Design digit_scan_mux, sky130hd; sources not shown.
### The metal 1 layer

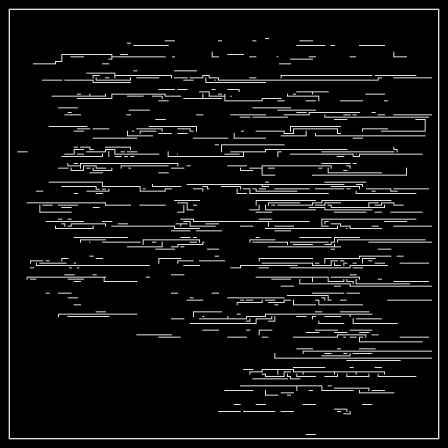
longest straight run: 23.5 um
wire length on this layer: 1710 um
main direction: horizontal
nets with wire on the layer: 245
DR vias: 1378
post-detailed-routing wire length: 3670 um
GR Util met1: 25.9%

### The metal 2 layer

The bar under the picture is 20 um long. Cells faint in the background.
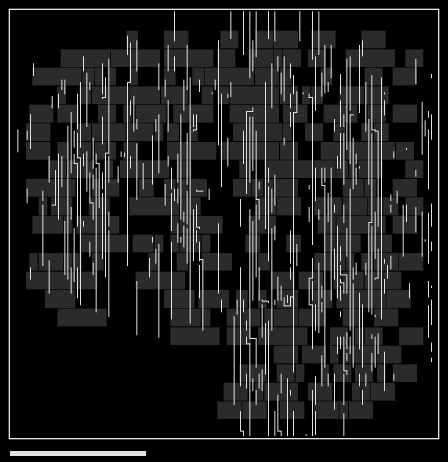
wire length on this layer: 1680 um
nets with wire on the layer: 231
GR Util met2: 32.0%

### M3 wires

The bar under the picture is 20 um long.
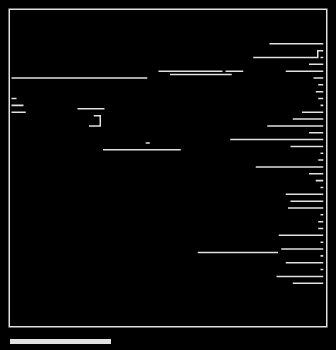
nets with wire on the layer: 46
main direction: horizontal
share of all routed wire: 7.3%
longest straight run: 26.7 um
met3 Use GR: 5.59%

### Routing congestion map

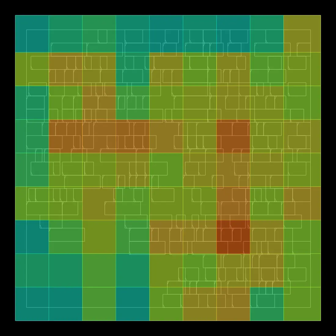
GRT Overall Usage: 19.5%
final core occ: 59.5%
gr busiest metal: met2

==> results.tsv <==
stage	metric	value	unit
floorplanning	core.rowCount	21	
pwr	pg_clk	0.163	mW
clock_network	clkSlewWorstSetupHoldPaths	0.15	ns
yosys	synthesis.instances	170	
worst_setup_path	timing.reg2reg.worst_path_depth	9	
pwr	switching_power	0.177	mW
final_layout	antenna_cells_inserted	0	
placement	dpl-instance-area	1950	um2
pwr	cellPowerDensity	313	nW/um2
pwr	pg_comb	0.154	mW
sta	hold_slack	0.315	ns
yosys	numSynthFlops	24	
pwr	seq_power	0.305	mW
clock_network	tritoncts.num_buffers	3	
sta	finalClockPeriodUsage	86.0	%
global_routing	pin_count_of_the_biggest_net_entering_global_routing	19	
sta	tightest_pin_transition	0.624	ns
hold_path	timing.hold.worst.class	flip-flop to flip-flop	
final_layout	area_growth	43.6	%
yosys	syn-num-nets	226	
pwr	internal-power	0.445	mW
yosys	postSynthAreaPerCell	8.14	um2
sta	timing_hold_violations_final	0	
worst_setup_path	setup.worst_path.start_class	flip-flop	
worst_setup_path	timing.setup.critical_path_class	flip-flop to flip-flop	
yosys	yosysWarningCount	6	
sta	fin_tns_setup	0	ns
run	log.warning_count	30	
pwr	finalPower	0.623	mW
worst_setup_path	critical_path.endpoint_type	flip-flop	
floorplanning	core_area	3340	um2
yosys	synth_top_area_share	34.7	%
final_layout	final_standard_cell_count_with_taps_included_and_fillers_excluded	271	
clock_network	clock_latency	0.33	ns
routing	route.detailed.wl_per_inst	13.5	um
floorplanning	fp-utilization	41.5	%
placement	pre_cts_slack	0.309	ns
worst_setup_path	critical_path.max_fanout	6	
global_routing	antenna_found_initial	0	
pwr	power_frac_clock	26.2	%
yosys	synth_cell_type_count	37	
pwr	p_comb_share	24.8	%
clock_network	cts_tree	built	
yosys	area_of_the_mapped_netlist	1380	um2
final_layout	lay_top_cells	sky130_fd_sc_hd__clkdlybuf4s50_1, sky130_fd_sc_hd__nand2_1, sky130_fd_sc_hd__dfxtp_1, sky130_fd_sc_hd__nor2_1, sky130_fd_sc_hd__buf_4	
yosys	synth.yosys.chip_area	1380	um2
placement	io_buffer_count	59	
global_routing	gr-total-overflow	0	
run_status	status	completed	
clock_network	cts_setup_buffers	0	
sta	rsz0062_at_grt	no	
==> synthesized netlist by cell type (all sizes together) <==
master	count
a21oi	8
a221oi	6
a22oi	1
a31oi	1
and2	3
buf	8
clkbuf	1
dfxtp	24
ha	9
inv	7
mux2	2
mux2i	2
nand2	24
nand2b	1
nand3	10
nand3b	1
nand4	2
nand4b	1
nor2	14
nor2b	7
nor3	9
nor3b	6
nor4	1
o211ai	6
o21ai	9
or3	1
or4	1
xnor2	2
xor2	3
==> cell type report <==
type                       count  area [um2]
clock buffer                   4        36.3
fill                         314        1350
inverter                       7        26.3
multi-input combinational    130         821
sequential                    24         480
tap                           46        57.6
timing repair buffer          60         566
==> metal layers <==
metal | share of wire (%) | track usage, %
met5 | 0 | 0
met4 | 0.33 | 3.33
met3 | 7.2 | 5.59
met2 | 46 | 32.0
met1 | 47 | 25.9
==> worst max-delay path, cell delays in order, from the launching register on <==
cell and delay [ns]:
sky130_fd_sc_hd__dfxtp_1 0.38, sky130_fd_sc_hd__nor4_1 0.25, sky130_fd_sc_hd__and2_1 0.28, sky130_fd_sc_hd__mux2_1 0.35, sky130_fd_sc_hd__ha_1 0.28, sky130_fd_sc_hd__inv_1 0.04
sky130_fd_sc_hd__ha_1 0.18, sky130_fd_sc_hd__or4_4 0.56, sky130_fd_sc_hd__a21oi_4 0.18, sky130_fd_sc_hd__nand3b_1 0.10
==> logic make-up (layout without fill, tap and decap cells) <==
group / count (synthesis) / in the layout / share of synthesized area (%)
and+or+nand+nor: 81 / 81 / 29.7
AOI/OAI and AO/OA: 31 / 31 / 15.0
DFF: 24 / 24 / 34.7
buffers and inverters: 16 / 71 / 5.97
adders and majority gates: 9 / 9 / 8.14
xor gates and xnor gates: 5 / 5 / 3.17
muxes: 4 / 4 / 3.35
Power figures rest on the tool's default switching activity, not on a simulated workload.
